**Run 1: wires at chosen ports, followed through buffers**

Scale: 6 px per um.
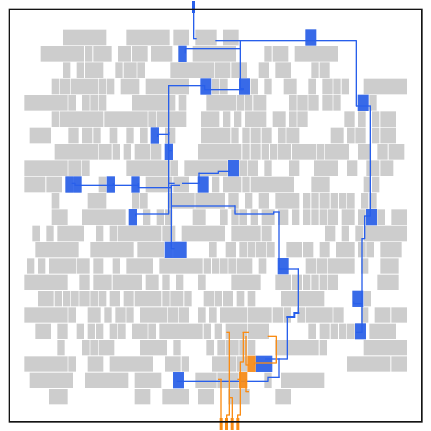
**Run 1: selected gate families**

Scale: 6 px per um.
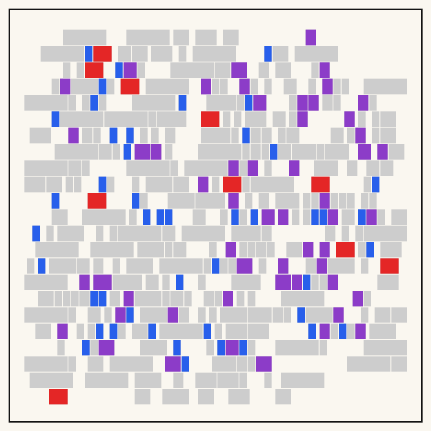
**Run 1: routing congestion**

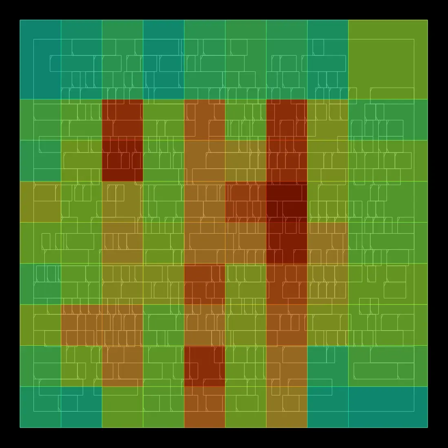
**Run 1: clock wires, drivers and flops**

Scale: 6 px per um.
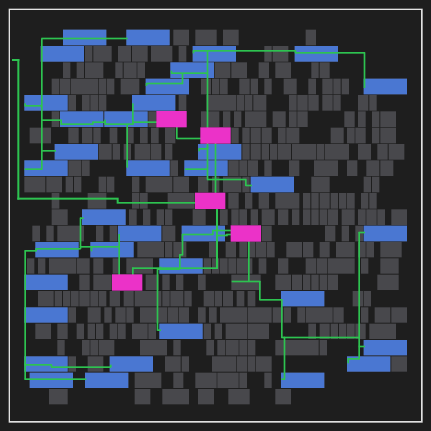
===== src/rtl/game_flow_ctrl_if.sv =====
// game_flow_ctrl_if: signal bundle between the game flow controller and the rest of the game
interface game_flow_ctrl_if;
    logic       enter;
    logic       frame_tick;
    logic       ep_boom;
    logic       boss_boom;
    logic [3:0] present_health;
    logic       enemy_alive;
    logic [1:0] state;
    logic       play_en;
    logic       boss_en;
    logic       end_en;
    logic       win;
    logic       game_rst;
    logic       spawn_enemy;
    logic [9:0] score;

    modport master (
        output enter, frame_tick, ep_boom, boss_boom, present_health, enemy_alive,
        input  state, play_en, boss_en, end_en, win, game_rst, spawn_enemy, score
    );

    modport slave (
        input  enter, frame_tick, ep_boom, boss_boom, present_health, enemy_alive,
        output state, play_en, boss_en, end_en, win, game_rst, spawn_enemy, score
    );
endinterface


===== src/rtl/game_flow_ctrl.sv =====
// game_flow_ctrl: start/play/boss/over sequencing, scoring and enemy spawn scheduling
module game_flow_ctrl #(
    parameter int BOSS_SCORE   = 10,
    parameter int SPAWN_FRAMES = 60,
    parameter int OVER_FRAMES  = 180
) (
    input logic             clk,
    input logic             rst,
    game_flow_ctrl_if.slave gf
);
    localparam int EARLY_FRAMES = 30;
    localparam int SW = $clog2(SPAWN_FRAMES + 1);
    localparam int OW = $clog2(OVER_FRAMES + EARLY_FRAMES + 1);

    typedef enum logic [1:0] {
        ST_START = 2'd0,
        ST_PLAY  = 2'd1,
        ST_BOSS  = 2'd2,
        ST_OVER  = 2'd3
    } state_t;

    state_t        st;
    state_t        nxt;
    logic          enter_s1;
    logic          enter_s2;
    logic          enter_d;
    logic          enter_edge;
    logic          dead;
    logic          start_game;
    logic          over_done;
    logic          spawn_now;
    logic [10:0]   sum1;
    logic [10:0]   sum10;
    logic [9:0]    inc1;
    logic [9:0]    inc10;
    logic [9:0]    nxt_score;
    logic          nxt_win;
    logic [9:0]    score_q;
    logic          win_q;
    logic          play_en_q;
    logic          boss_en_q;
    logic          end_en_q;
    logic          game_rst_q;
    logic          spawn_q;
    logic [SW-1:0] spawn_cnt;
    logic          spawn_pend;
    logic [OW-1:0] over_cnt;

    assign gf.state       = st;
    assign gf.play_en     = play_en_q;
    assign gf.boss_en     = boss_en_q;
    assign gf.end_en      = end_en_q;
    assign gf.win         = win_q;
    assign gf.game_rst    = game_rst_q;
    assign gf.spawn_enemy = spawn_q;
    assign gf.score       = score_q;

    // Next-state, saturating score and spawn decision for the coming edge
    always_comb begin
        enter_edge = enter_s2 & ~enter_d;
        sum1       = {1'b0, score_q} + 11'd1;
        sum10      = {1'b0, score_q} + 11'd10;
        inc1       = sum1[10] ? 10'h3ff : sum1[9:0];
        inc10      = sum10[10] ? 10'h3ff : sum10[9:0];
        dead       = (st == ST_PLAY || st == ST_BOSS) && gf.present_health == 4'd0;
        start_game = st == ST_START && enter_edge;
        over_done  = gf.frame_tick && (over_cnt + OW'(1)) >= OW'(OVER_FRAMES);
        nxt        = st;
        nxt_score  = score_q;
        nxt_win    = win_q;
        case (st)
            ST_START: begin
                if (enter_edge) begin
                    nxt       = ST_PLAY;
                    nxt_score = '0;
                    nxt_win   = 1'b0;
                end
            end
            ST_PLAY: begin
                if (dead) begin
                    nxt     = ST_OVER;
                    nxt_win = 1'b0;
                end else if (gf.ep_boom) begin
                    nxt_score = inc1;
                    nxt       = inc1 >= 10'(BOSS_SCORE) ? ST_BOSS : ST_PLAY;
                end
            end
            ST_BOSS: begin
                if (dead) begin
                    nxt     = ST_OVER;
                    nxt_win = 1'b0;
                end else if (gf.boss_boom) begin
                    nxt       = ST_OVER;
                    nxt_win   = 1'b1;
                    nxt_score = inc10;
                end
            end
            ST_OVER: begin
                if (over_done || (enter_edge && over_cnt >= OW'(EARLY_FRAMES)))
                    nxt = ST_START;
            end
            default: nxt = ST_START;
        endcase
        spawn_now = st == ST_PLAY && nxt == ST_PLAY && !spawn_q && !gf.enemy_alive &&
                    (spawn_pend || (gf.frame_tick && spawn_cnt == SW'(SPAWN_FRAMES - 1)));
    end

    // Two-flop enter synchroniser plus one history flop for edge detection
    always_ff @(posedge clk) begin
        if (rst) begin
            enter_s1 <= 1'b0;
            enter_s2 <= 1'b0;
            enter_d  <= 1'b0;
        end else begin
            enter_s1 <= gf.enter;
            enter_s2 <= enter_s1;
            enter_d  <= enter_s2;
        end
    end

    // Game FSM with registered outputs, over-screen timer and spawn scheduler
    always_ff @(posedge clk) begin
        if (rst) begin
            st         <= ST_START;
            score_q    <= '0;
            win_q      <= 1'b0;
            play_en_q  <= 1'b0;
            boss_en_q  <= 1'b0;
            end_en_q   <= 1'b0;
            game_rst_q <= 1'b0;
            spawn_q    <= 1'b0;
            spawn_cnt  <= '0;
            spawn_pend <= 1'b0;
            over_cnt   <= '0;
        end else begin
            st         <= nxt;
            score_q    <= nxt_score;
            win_q      <= nxt_win;
            play_en_q  <= nxt == ST_PLAY || nxt == ST_BOSS;
            boss_en_q  <= nxt == ST_BOSS;
            end_en_q   <= nxt == ST_OVER;
            game_rst_q <= start_game;
            spawn_q    <= spawn_now;
            over_cnt   <= (st == ST_OVER && nxt == ST_OVER) ? over_cnt + OW'(gf.frame_tick) : '0;
            if (st != ST_PLAY || nxt != ST_PLAY || spawn_now) begin
                spawn_cnt  <= '0;
                spawn_pend <= 1'b0;
            end else if (gf.frame_tick && spawn_cnt == SW'(SPAWN_FRAMES - 1)) begin
                spawn_pend <= 1'b1;
            end else if (gf.frame_tick) begin
                spawn_cnt <= spawn_cnt + SW'(1);
            end
        end
    end
endmodule

===== src/flat_wrapper.sv =====
// flat-port wrapper written by rule: the top's interface ports become plain ports
module game_flow_ctrl_flat 
#(
    parameter int BOSS_SCORE   = 10,
    parameter int SPAWN_FRAMES = 60,
    parameter int OVER_FRAMES  = 180
)
  (clk, rst, gf_enter, gf_frame_tick, gf_ep_boom, gf_boss_boom, gf_present_health, gf_enemy_alive, gf_state, gf_play_en, gf_boss_en, gf_end_en, gf_win, gf_game_rst, gf_spawn_enemy, gf_score);
  game_flow_ctrl_if gf_i ();
  input logic clk;
  input logic rst;
  input wire logic [$bits(gf_i.enter)-1:0] gf_enter;
  input wire logic [$bits(gf_i.frame_tick)-1:0] gf_frame_tick;
  input wire logic [$bits(gf_i.ep_boom)-1:0] gf_ep_boom;
  input wire logic [$bits(gf_i.boss_boom)-1:0] gf_boss_boom;
  input wire logic [$bits(gf_i.present_health)-1:0] gf_present_health;
  input wire logic [$bits(gf_i.enemy_alive)-1:0] gf_enemy_alive;
  output wire logic [$bits(gf_i.state)-1:0] gf_state;
  output wire logic [$bits(gf_i.play_en)-1:0] gf_play_en;
  output wire logic [$bits(gf_i.boss_en)-1:0] gf_boss_en;
  output wire logic [$bits(gf_i.end_en)-1:0] gf_end_en;
  output wire logic [$bits(gf_i.win)-1:0] gf_win;
  output wire logic [$bits(gf_i.game_rst)-1:0] gf_game_rst;
  output wire logic [$bits(gf_i.spawn_enemy)-1:0] gf_spawn_enemy;
  output wire logic [$bits(gf_i.score)-1:0] gf_score;
  assign gf_i.enter = gf_enter;
  assign gf_i.frame_tick = gf_frame_tick;
  assign gf_i.ep_boom = gf_ep_boom;
  assign gf_i.boss_boom = gf_boss_boom;
  assign gf_i.present_health = gf_present_health;
  assign gf_i.enemy_alive = gf_enemy_alive;
  assign gf_state = gf_i.state;
  assign gf_play_en = gf_i.play_en;
  assign gf_boss_en = gf_i.boss_en;
  assign gf_end_en = gf_i.end_en;
  assign gf_win = gf_i.win;
  assign gf_game_rst = gf_i.game_rst;
  assign gf_spawn_enemy = gf_i.spawn_enemy;
  assign gf_score = gf_i.score;
  game_flow_ctrl #(.BOSS_SCORE(BOSS_SCORE), .SPAWN_FRAMES(SPAWN_FRAMES), .OVER_FRAMES(OVER_FRAMES)) u_core (.clk(clk), .rst(rst), .gf(gf_i));
endmodule

===== config.mk =====
export PLATFORM = sky130hd
export DESIGN_NAME = game_flow_ctrl_flat
export DESIGN_NICKNAME = d
export VERILOG_FILES = /design/src/rtl/game_flow_ctrl_if.sv /design/src/rtl/game_flow_ctrl.sv /design/src/flat_wrapper.sv
export SDC_FILE = /design/constraint.sdc
export NUM_CORES = 1
export LEC_CHECK = 0
export ABC_AREA = 1
export CAP_MARGIN = 20
export CORE_MARGIN = 2
export CORE_UTILIZATION = 56
export DETAILED_ROUTE_END_ITERATION = 10
export HOLD_SLACK_MARGIN = 0.03
export PLACE_DENSITY_LB_ADDON = 0.25
export SLEW_MARGIN = 15
export SYNTH_ARGS = -nofsm -noshare
export SYNTH_HDL_FRONTEND = slang
export SYNTH_SLANG_ARGS = --single-unit

===== constraint.sdc =====
create_clock -name clk -period 3.3 [get_ports clk]
set_input_delay 0.66 -clock clk [delete_from_list [all_inputs] [get_ports clk]]
set_output_delay 0.66 -clock clk [all_outputs]
set_load 0.1 [all_outputs]

==> metrics.yaml, run 1 <==
logic_synthesis:
  edf_count: 0
  ys_dominant_reg_cell: "dfxtp_1"
  muxShareOfSynthArea_pct: 0
  synthTopLogicFamily: "simple AND/OR/NAND/NOR gates"
  yosysUniqueCellTypes: 34
  xor_share_pct: 3.76
  ys_sh_simple_pct: 33.8
  yosys_cells: 338
  compound_area_share_pct: 13.4
  yosys_warnings: 0
  synth-area-yosys_um2: 2330
  synthesis.nets: 365
  synthArstFlopShare_pct: 0
  synth_flops: 36
  most_common_cell: "nand2_1"
  synth_top_area_share_pct: 30.9
  synthTopCellsByCount: "nand2_1 (72), inv_1 (45), nor2_1 (45)"
  synth_area_um2: 2330
  synthCells: 338
  area_leaders: "dfxtp_1 (31%), nand2_1 (12%), ha_1 (8.6%), inv_1 (7.2%), nor2_1 (7.2%)"
  seq_area_frac_synth_pct: 30.9
power_and_ir_drop:
  power_frac_clock_pct: 22.0
  p_switching_uw: 688
  p_seq_share_pct: 32.8
  powerDensity_nw_per_um2: 567
  clk-power_uw: 335
  ir_worst_vdd_v: 0.000296
  comb_power_uw: 687
  switching_share_pct: 45.3
  maxPowerGroup: "combinational logic"
  powerSeq_uw: 498
  pwr-share-comb_pct: 45.2
  p_leak_uw: 0.00122
placed_design:
  place.gp.congestion: 0.963
  io_buffers: 28
  dp_hpwl_um: 3940
clocking:
  cts_made_buffers: 5
  post_cts_resize_count: 0
  clkTransAtPathRegs_ns: 0.07
  cts_setup_buffers: 0
  htreeDepth: 2
  cts_tree: "done"
  clock_sinks: 36
  cts-root-buf: "clkbuf_8"
  cts-hold-fix-buffers: 0
  clock.latency.late_pin_ns: 0.28
critical_path:
  slowest_delay_ns: 0.47
  r2r_cells: 18
  endpoint: "u_core.spawn_cnt[4]"
  crit_required_ns: 3.50
  endpoint_kind: "flop"
  crit_path_frequent_cell: "nand2_1"
  arrival_ns: 2.96
  critical_path.cell_chain: "ha_1 > nand3_2 > nor2_2 > nand2_4 > nand3_1 > inv_1 > nand3_1 > nor2_1 > o21ai_1 > nand2_1 > nand2_2 > inv_1 > ha_1 > nand2_1 > nor3_1 > o21ai_0 > nand2_1 > nor3b_1"
  r2r_setup_slack_ns: 0.55
  path_buffers: 2
  critPathMaxFanout: 8
  reg2reg_to: "u_core.spawn_cnt[4]"
  crit_cells: 18
  crit_family: "simple AND/OR/NAND/NOR gates"
  cp_slowest_cell: "dfxtp_1"
final_layout:
  largest_reg_flops: 10
  diodes: 0
  syn2layout_area_growth_pct: 15.1
  final_cell_mix: "nand2_1 (72), inv_1 (45), nor2_1 (45)"
  post_route_cells_drive_above_1_share_pct: 13.0
  final_common_cell: "nand2_1"
  post-route-util_pct: 67.1
  nNetsFinal: 395
grt:
  antenna_found_initial: 0
  grt_first_pass_wirelength_um: 8530
  grtUsageTotal_pct: 24.1
  overflow: 0
  grt_pass1_vias: 2013
  grt.busiest_layer: "met2"
  grt_max_degree: 13
final_timing:
  fin_tns_setup_ns: 0
  setup_viol: 0
  relSlewSlack_pct: 66.9
  hold_viol_final: 0
  clock_skew_ns: 0.00842
  finalMaxSlewViolations: 0
  rsz0062_at_grt: "false"
  fin_crit_sh_pct: 83.5
  post-route-min-period_ns: 2.75
route:
  drt_iter0_drc: 162
  wl_met1_um: 2300
  route.detailed.drc: 0
  wl_met3_um: 177
  firstDrtPassIters: 4
  ant_nets: 0
  highest_layer: "met4"
  vias_per_cell: 5.30
  drt_wl_total_um: 5210
floorplan:
  pin_count: 29
  initCoreUtil_pct: 58.3
  core_area_um2: 4000
  die_width_um: 68.5
  die_h_um: 68.5
  die-area_um2: 4690
job:
  max_cap_viol_count: 0
  warning_count: 35
worst_hold_path:
  min_path_type: "flop to flop"
  min_path_cells: 2
  whs_endpoint: "u_core.enter_s2"
status:
  outcome: "complete, no violations"
About 'wires at chosen ports, followed through buffers':
color	port	direction	end cells	buffers	wire
blue	`rst`	input	22	2	261 um
orange	`gf_present_health`	input	2	4	60.8 um

About 'selected gate families':
color	family	cells	most used
blue	inverters	46	inv_1
red	XOR/XNOR gates	10	xor2_1
purple	inverting AOI/OAI gates	54	a21oi_1

About 'routing congestion':
drt wl/cell: 12.5 um
met3 Use GR: 4.71%
met2 usage: 43.9%

About 'clock wires, drivers and flops':
[magenta] clock drivers | count: 5
[green] clock wires | length: 466 um
[blue] flip-flops | count: 36
routed clock nets	6
flops lie	all over the die

[run 1: stage by stage]
stage          area, um^2  cells  hold WS [ns]  setup WS [ns]  total power (uW)
2_1_floorplan        2330    338         0.388          0.110              1050
3_3_place_gp         2590    411         0.390          0.463              1190
3_5_place_dp         2590    411         0.412          0.387              1200
4_1_cts              2680    418         0.423          0.533              1540
5_1_grt              2680    418         0.438          0.165              1620
6_report             2680    418         0.430          0.545              1520
[run 1: final cells by class]
| class | count | area (um^2) | area share (%) |
|---|---|---|---|
| Clock buffer | 7 | 96.3 | 3.59 |
| Inverter | 46 | 173 | 6.44 |
| Multi-Input combinational cell | 250 | 1390 | 51.7 |
| Sequential cell | 36 | 721 | 26.9 |
| Tap cell | 50 | 62.6 | 2.33 |
| Timing Repair Buffer | 29 | 243 | 9.05 |
**Run 1: wire density map**

Scale: 6 px per um. The die is cut into 14 by 14 equal tiles; white is low, dark blue is high, scaled to the fullest tile. Values are wire area over tile area, all layers added.
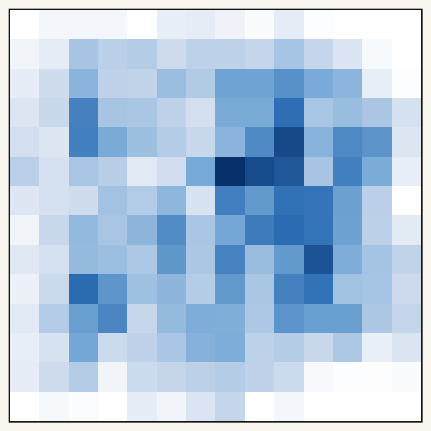

==> run 2, diff against run 1 <==
==> constraint.sdc (replaced) <==
create_clock -name clk -period 2.7 [get_ports clk]
set_input_delay 0.54 -clock clk [delete_from_list [all_inputs] [get_ports clk]]
set_output_delay 0.54 -clock clk [all_outputs]
set_load 0.1 [all_outputs]
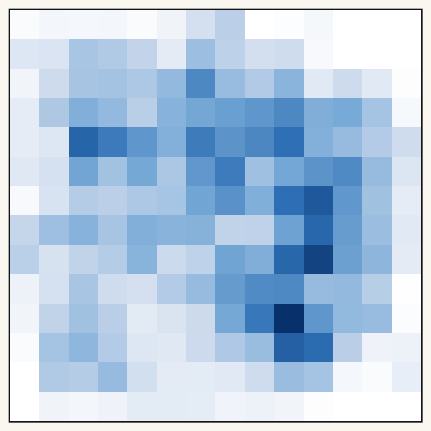
**Above:** run 2 (wire density map).
Scale: 6 px per um. The die is cut into 14 by 14 equal tiles; white is low, dark blue is high, scaled to the fullest tile. Values are wire area over tile area, all layers added.
fullest tile	0.56
mean over tiles	0.18
tiles over half the peak	21%

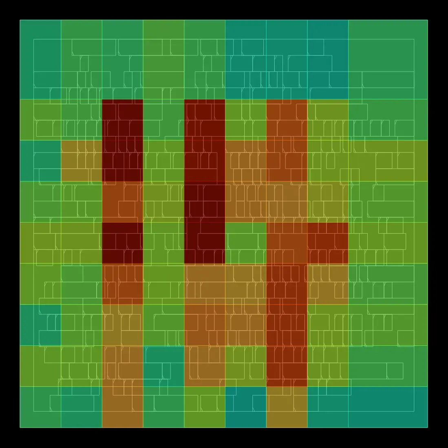
**Above:** run 2 (routing congestion).
drt wl/cell: 12.3 um
met2 usage: 42.5%
final core occ: 69.9%
gr busiest metal: met2

==> metrics.yaml, run 2 <==
final_layout:
  syn2layout_area_growth_pct: 20.0  # was 15.1%
  seqAreaFraction_pct: 26.7  # was 26.9%
  bufAreaShareNonClock_pct: 10.0  # was 9.05%
  largest_reg_flops: 10  # unchanged
  final_cell_mix: "nand2_1 (70), inv_1 (44), nor2_1 (43)"  # was nand2_1 (72), inv_1 (45), nor2_1 (45)
  top_area_cell_class: "combinational gates"  # unchanged
  inverters: 46  # unchanged
  logic_area_um2: 1420  # was 1390 um^2
power_and_ir_drop:
  maxPowerGroup: "combinational logic"  # unchanged
  p_switching_uw: 885  # was 688 uW
  pwr-share-comb_pct: 44.4  # was 45.2%
  total_power_uw: 1930  # was 1520 uW
  p_seq_share_pct: 32.0  # was 32.8%
  clk-power_uw: 455  # was 335 uW
  ir_worst_vdd_v: 0.000589  # was 0.000296 V
  power_frac_clock_pct: 23.6  # was 22.0%
  p_leak_uw: 0.00125  # was 0.00122 uW
  powerSeq_uw: 617  # was 498 uW
logic_synthesis:
  muxShareOfSynthArea_pct: 0  # unchanged
  area_leaders: "dfxtp_1 (31%), nand2_1 (12%), ha_1 (8.6%), inv_1 (7.2%), nor2_1 (7.2%)"  # unchanged
  synth_top_area_share_pct: 30.9  # unchanged
  compound_area_share_pct: 13.4  # unchanged
  synth_flops: 36  # unchanged
  synthTopCellsByCount: "nand2_1 (72), inv_1 (45), nor2_1 (45)"  # unchanged
  yosys_cells: 338  # unchanged
  yosys_warnings: 0  # unchanged
  synth_area_um2: 2330  # unchanged
  synthArstFlopShare_pct: 0  # unchanged
  synthCells: 338  # unchanged
  edf_count: 0  # unchanged
  yosysUniqueCellTypes: 34  # unchanged
  ys_dominant_reg_cell: "dfxtp_1"  # unchanged
  seq_area_frac_synth_pct: 30.9  # unchanged
floorplan:
  die_h_um: 68.5  # unchanged
  pin_count: 29  # unchanged
  core_area_um2: 4000  # unchanged
  n_tap_cell: 50  # unchanged
grt:
  grt_pass1_vias: 2021  # was 2013
  grtUsageTotal_pct: 24.1  # about the same
  grt_max_degree: 16  # was 13
route:
  drt_iter0_drc: 122  # was 162
  route.detailed.drc: 0  # unchanged
  vias_per_cell: 5.11  # was 5.30
  firstDrtPassIters: 4  # unchanged
  wl_met3_um: 216  # was 177 um
  wl_met1_um: 2270  # was 2300 um
  highest_layer: "met4"  # unchanged
critical_path:
  crit_required_ns: 2.89  # was 3.50 ns
  crit_cells: 17  # was 18
  slowest_delay_ns: 0.39  # was 0.47 ns
  crit_path_frequent_cell: "nand2_1"  # unchanged
  r2r_cells: 17  # was 18
  crit_family: "simple AND/OR/NAND/NOR gates"  # unchanged
  arrival_ns: 2.63  # was 2.96 ns
  path_buffers: 1  # was 2
placed_design:
  dp_hpwl_um: 3790  # was 3940 um
  dpl-instance-area_um2: 2640  # was 2590 um^2
  place.gp.congestion: 0.906  # was 0.963
  dp_slack_ns: -0.0223  # was 0.387 ns
clocking:
  post_cts_resize_count: 0  # unchanged
  clkTransAtPathRegs_ns: 0.08  # was 0.07 ns
  cts_setup_buffers: 0  # unchanged
  cts-root-buf: "clkbuf_8"  # unchanged
  cts_tree: "done"  # unchanged
  cts-hold-fix-buffers: 0  # unchanged
  htreeDepth: 2  # unchanged
worst_hold_path:
  whs_endpoint: "u_core.enter_s2"  # unchanged
  min_path_type: "flop to flop"  # unchanged
  min_path_cells: 2  # unchanged
final_timing:
  fin_tns_setup_ns: 0  # unchanged
  worst_hold_slack_ns: 0.408  # was 0.430 ns
  post-route-min-period_ns: 2.45  # was 2.75 ns
  relSlewSlack_pct: 71.6  # was 66.9%
  setup_viol: 0  # unchanged
  clock_skew_ns: 0.00846  # was 0.00842 ns
  fin_crit_sh_pct: 90.6  # was 83.5%
status:
  outcome: "complete, no violations"  # unchanged
## run 2: worst reg2reg max path: cells and delay by family, from the launching register on
kind                       cells  cell delay (ns)
and+or+nand+nor               11             1.19
adders and majority gates      2             0.36
AOI/OAI and AO/OA              3             0.33
buffers and inverters          1             0.08
DFF                            1             0.39
## run 2: worst max path at each step
stage	to	slack (ns)	startpoint
after floorplan	u_core.spawn_cnt[4]	0.06	u_core.gf.score[5]
after global placement	u_core.spawn_cnt[4]	0.06	gf_present_health[1]
after detailed placement	u_core.spawn_cnt[4]	-0.02	gf_present_health[1]
after CTS	u_core.spawn_cnt[4]	0.07	u_core.gf.score[0]
after global routing	u_core.over_cnt[1]	-0.03	u_core.gf.score[2]
final	u_core.spawn_cnt[4]	0.25	u_core.gf.score[0]
No activity file was given, so power comes from the tool's default toggle rates.
